util_map.png
Scale: 3 px per um. The die is cut into 11 by 6 equal tiles; dark purple is low, yellow is high, 0 to 100% covered.
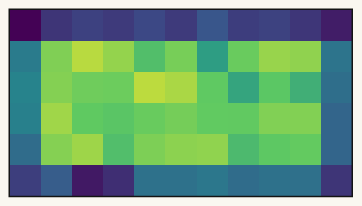
sizing.png
Scale: 6 px per um.
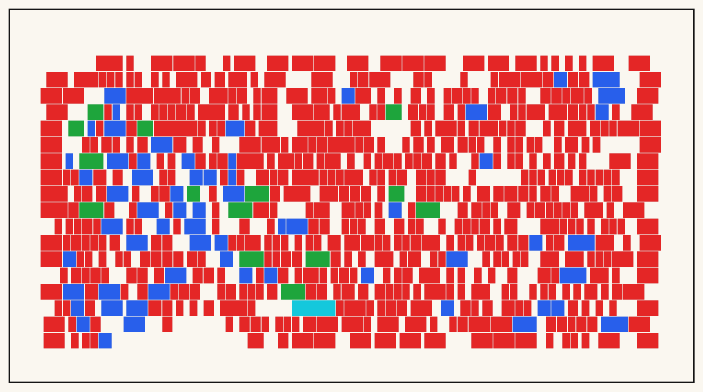
port_trees.png
Scale: 4 px per um.
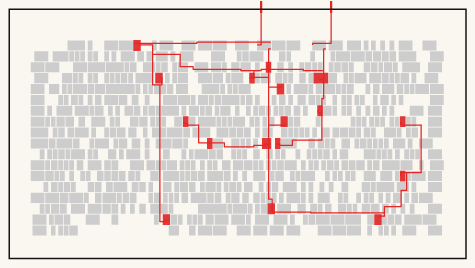
gates.png
Scale: 6 px per um.
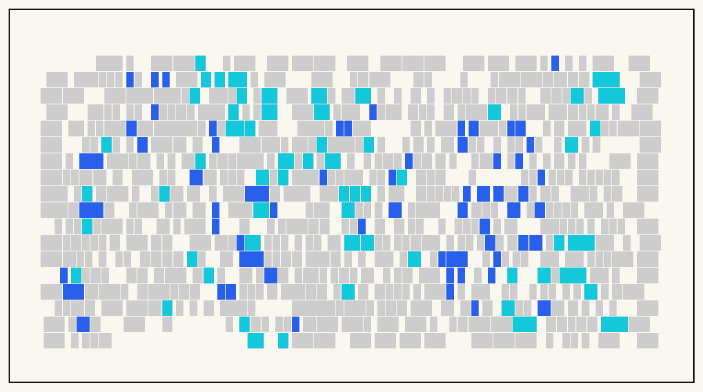
===== src/rtl/axi_mem_pkg.sv =====
`default_nettype none
// ============================================================================
// Package     : axi_mem_pkg
// Description : Shared encodings, FSM states and lane-mask helper for the
//               AXI4 burst memory model.
// Revision    : 1.0 - initial release
// ============================================================================
package axi_mem_pkg;

    localparam logic [1:0] BURST_FIXED = 2'd0;
    localparam logic [1:0] BURST_INCR  = 2'd1;
    localparam logic [1:0] BURST_WRAP  = 2'd2;

    localparam logic [1:0] RESP_OKAY   = 2'b00;
    localparam logic [1:0] RESP_SLVERR = 2'b10;
    localparam logic [1:0] RESP_DECERR = 2'b11;

    typedef enum logic [1:0] {
        W_IDLE = 2'd0,
        W_DATA = 2'd1,
        W_RESP = 2'd2
    } wr_state_t;

    typedef enum logic [1:0] {
        R_IDLE = 2'd0,
        R_WAIT = 2'd1,
        R_DATA = 2'd2
    } rd_state_t;

    // Lanes from the beat address up to the next size boundary within a bus of nb bytes
    function automatic logic [7:0] lane_mask(input logic [2:0] addr_lo,
                                             input logic [2:0] size,
                                             input int         nb);
        int sz;
        int lo;
        int hi;
        sz = 1 << size;
        lo = int'(addr_lo) & (nb - 1);
        hi = ((int'(addr_lo) & ~(sz - 1)) & (nb - 1)) + sz;
        for (int i = 0; i < 8; i++) begin
            lane_mask[i] = (i < nb) && (i >= lo) && (i < hi);
        end
    endfunction

endpackage
`default_nettype wire


===== src/rtl/axi_burst_addr_gen.sv =====
`default_nettype none
// ============================================================================
// Module      : axi_burst_addr_gen
// Description : Combinational next-beat address for FIXED / INCR / WRAP bursts.
// Revision    : 1.0 - initial release
// ============================================================================
module axi_burst_addr_gen
    import axi_mem_pkg::*;
#(
    parameter int ADDR_W = 32
) (
    input  logic [ADDR_W-1:0] i_addr,
    input  logic [2:0]        i_size,
    input  logic [7:0]        i_len,
    input  logic [1:0]        i_burst,
    output logic [ADDR_W-1:0] o_next_addr
);

    logic [ADDR_W-1:0] w_incr;
    logic [ADDR_W-1:0] w_sum;
    logic [ADDR_W-1:0] w_wrap_bytes;
    logic              w_wrap_ok;

    assign w_incr       = ADDR_W'(1) << i_size;
    assign w_sum        = i_addr + w_incr;
    assign w_wrap_bytes = ADDR_W'({1'b0, i_len} + 9'd1) << i_size;
    assign w_wrap_ok    = (i_len == 8'd1) || (i_len == 8'd3) ||
                          (i_len == 8'd7) || (i_len == 8'd15);

    // Illegal wrap lengths fall back to incrementing
    always_comb begin
        o_next_addr = w_sum;
        case (i_burst)
            BURST_FIXED: o_next_addr = i_addr;
            BURST_WRAP: begin
                if (w_wrap_ok) begin
                    o_next_addr = (i_addr & ~(w_wrap_bytes - ADDR_W'(1))) |
                                  (w_sum  &  (w_wrap_bytes - ADDR_W'(1)));
                end
            end
            default: o_next_addr = w_sum;
        endcase
    end

endmodule
`default_nettype wire


===== config.mk =====
export PLATFORM = sky130hd
export DESIGN_NAME = axi_burst_addr_gen
export DESIGN_NICKNAME = d
export VERILOG_FILES = /design/src/rtl/axi_mem_pkg.sv /design/src/rtl/axi_burst_addr_gen.sv
export SDC_FILE = /design/constraint.sdc
export NUM_CORES = 1
export LEC_CHECK = 0
export ABC_AREA = 1
export ABC_CLOCK_PERIOD_IN_PS = 8500
export CAP_MARGIN = 10
export CORE_ASPECT_RATIO = 0.5
export CORE_MARGIN = 5
export CORE_UTILIZATION = 57
export DETAILED_ROUTE_END_ITERATION = 16
export GPL_ROUTABILITY_DRIVEN = 0
export PLACE_DENSITY_LB_ADDON = 0.25
export SYNTH_ARGS = -nofsm -noshare
export SYNTH_HDL_FRONTEND = slang
export SYNTH_SLANG_ARGS = --single-unit

===== constraint.sdc =====
create_clock -name vclk -period 8.5
set_input_delay 2.125 -clock vclk [all_inputs]
set_output_delay 2.125 -clock vclk [all_outputs]
set_load 0.005 [all_outputs]

==> Table 3: Implementation characteristics <==
Summary of implementation characteristics

Parameter                              Value

Status
  Result of the run    complete, no violations

Cells and area
  Non-clock buffer contribution to total cell area    20.7%
  Count of antenna diodes in the layout    0
  Post-layout net count    719
  Num sequential    0
  Area growth, synth to finish    27.4%
  Fraction of standard cell area in multi-input logic    68.3%
  Area taken by flip-flops and latches    0 sq um
  Clock buf count    0
  Sequential share of cell area    0%
  Share of final-layout standard cells stronger than drive strength 1    11.7%
  Fillers    452
  Area of combinational cells with multiple inputs    2670 sq um
  Clk cell area share    0%
  Number of logic gates    486
  Most instantiated logic cells after routing    sky130_fd_sc_hd__nand2_1 (186), sky130_fd_sc_hd__nand3_1 (85), sky130_fd_sc_hd__inv_1 (83)
  Biggest area consumer among cell classes    multi-input combinational cells

Hold path
  Worst hold path stage count    4
  Startpoint of the most critical hold path    i_addr[6]
  Endpoint, Worst Hold    o_next_addr[6]
  Class of the tightest hold or removal check    in2out

Worst setup path
  Max Fanout on Critical Path    14
  Critical Path Stages    20
  Crit start category    input pin
  Kind of critical path    in2out
  Slowest cell delay on critical path    0.49 ns
  CP max-delay cell    sky130_fd_sc_hd__clkdlybuf4s50_1
  Most repeated library cell on the critical path    sky130_fd_sc_hd__nand2_1
  Required time of the critical path    about 6.4 ns
  CP cell instances    clkdlybuf4s50_1, buf_4, nor3_1, ha_1, inv_1, fa_1, o21ai_2, nand2_1, o211ai_1, nand3_1, inv_1, nand3_1, nor2_2, nand2_1, xor2_1, nand2_1, nand2_1, inv_1, nand2_1, clkdlybuf4s50_1
  Arrival @ worst endpoint    5.73 ns
  CP delay by family, top    buffers and inverters
  Worst Setup End Kind    primary output
  Critical path destination    o_next_addr[24]
  Startpoint of the most critical setup path    i_size[0]
  Count of buffer and inverter cells on the critical path    6

Synth
  Yosys simple share    61.6%
  Total of warnings raised by yosys    0
  Average size of a mapped cell    5.22 sq um
  Portion of netlist area occupied by mux cells    0.692%
  Number of standard cells reported by yosys    589
  Library cell with the highest instance count after synthesis    sky130_fd_sc_hd__nand2_1
  Net count after synthesis    647
  Part of the Yosys area used for sequential elements    0%
  Post-synthesis cell type with the largest combined area    sky130_fd_sc_hd__nand2_1
  Top area cell types    sky130_fd_sc_hd__nand2_1 (23%), sky130_fd_sc_hd__nand3_1 (14%), sky130_fd_sc_hd__inv_1 (10%)
  AND-OR/OR-AND share of the synthesized area    a little over an eighth
  Share of the synthesized area in the top cell type    22.7%
  Biggest combinational cell group after synthesis    simple AND/OR/NAND/NOR gates
  Yosys Chip Area    3070 sq um
  Post-synthesis cell type count    43
  Synth Cell Area    3070 sq um
  Xor and xnor area share after synthesis    under 10%
  Post-Syn Instances    589
  Yosys adder share    5.54%

Power
  Clk pwr    0 mW
  Sequential power share    0%
  Leak    1.91 nW
  Internal Pwr Total    0.0892 mW
  Net Sw Frac    55.0%
  Reported sequential group power    0 mW
  PD cells    50.7 nW/um^2
  Clock share of power    0%
  Top power group    combinational logic
  VDD IR max    36.6 uV
  Power in combinational cells    approximately 0.20 mW
  Net load switching power    approximately 0.11 mW
  Total Power    0.198 mW
  Power share of the combinational group    100.0%

Floorplan
  Inserted tap cell count    70
  DIE AREA    slightly above 7000 sq um
  Number of standard-cell rows in the floorplan    18
  Chip width    114 um
  Vert. Die Dim    61.9 um

Placed design
  Total half-perimeter wirelength after legalization and detailed placement    7720 um
  Worst setup timing slack at the placement stage    0.698 ns
  Post-place instance area    ~4000 sq um
  # placed instances    729

STA
  Post-route clock period utilization    92.4%
  Number of endpoints failing setup at the final stage    0
  Hold WS    5.30 ns
  Number of pins exceeding their max-slew limit in the final report    0
  Worst slew margin relative to its limit    47.7%
  Unrepaired setup endpoints after global routing    false
  Top achievable clock speed    0.127 GHz
  Slew at the pin closest to its max-slew limit    between 0.7 and 0.8 ns
  Fin Setup TNS    0 ns
  Tmin final    7.85 ns
  Fin. Hold Viols    0

Global routing
  Global-route met3 utilization    0.774%
  Total overflow reported by the global router    0
  First-pass GRT wire length    15700 um
  M2 GR Usage    50.9%
  GRT met1 Usage    34.5%
  Maximum number of pins on one net before global-route repair    24
  Via count of the first global-routing pass    3540
  GR peak layer    met2
  Antenna violations before repair    0
  Total routing resource utilization after global routing    26.4%

Clock tree
  Number of buffers inserted to repair setup after CTS    0
  Hold buffers post-CTS    0

Drt
  Wire per inst    13.1 um
  Drt first pass iters    5
  Detailed-route DRC error count    0
  Amount of wire on met3 after detailed routing    833 um
  Average vias per placed instance    5.59
  Routed length on met1    4230 um
  Total wire length after detailed routing    9570 um
  Via count    a little over 4000
  Routed wl met2    about 4400 um
  Final antenna-violating net count    0
  Initial DRC count    383

Flow run
  Max-capacitance violation count    0
  Number of warning messages in the logs    34
Notes on util_map.png above:
nearly empty tiles: 1.5%
fullest tile: 90%
mean over tiles: 54%
tiles over 75% full: 41%
densest ninth of the die: centre
core area: 5070 sq um
effective utilization at floorplan: 60.6%
post-layout util: 77.2%

Notes on sizing.png above:
| size | colour | cells | share | most used |
|---|---|---|---|---|
| x2 | blue | 62 | 9.4% | nand3_2 |
| x3 and x4 | green | 14 | 2.1% | buf_4 |
| x6 and larger | cyan | 1 | 0.15% | nand2_8 |
| x1 and smaller | red | 582 | 88% | nand2_1 |
Non-CTS buffers: 82
final worst slack: 0.646 ns
post-route cell area: 3910 sq um

Notes on port_trees.png above:
| port | colour | direction | edge | end cells | buffers | wire |
|---|---|---|---|---|---|---|
| i_burst | red | input | top | 17 | 2 | 353 um |
# port buffers: 77
IO Count: 77

Notes on gates.png above:
| family | colour | cells |
|---|---|---|
| nor cells | blue | 62 |
| aoi and oai cells | cyan | 59 |
non-filler instance count after layout: 729
most frequently placed logic cell in the final layout: sky130_fd_sc_hd__nand2_1

Power figures rest on the tool's default switching activity, not on a simulated workload.
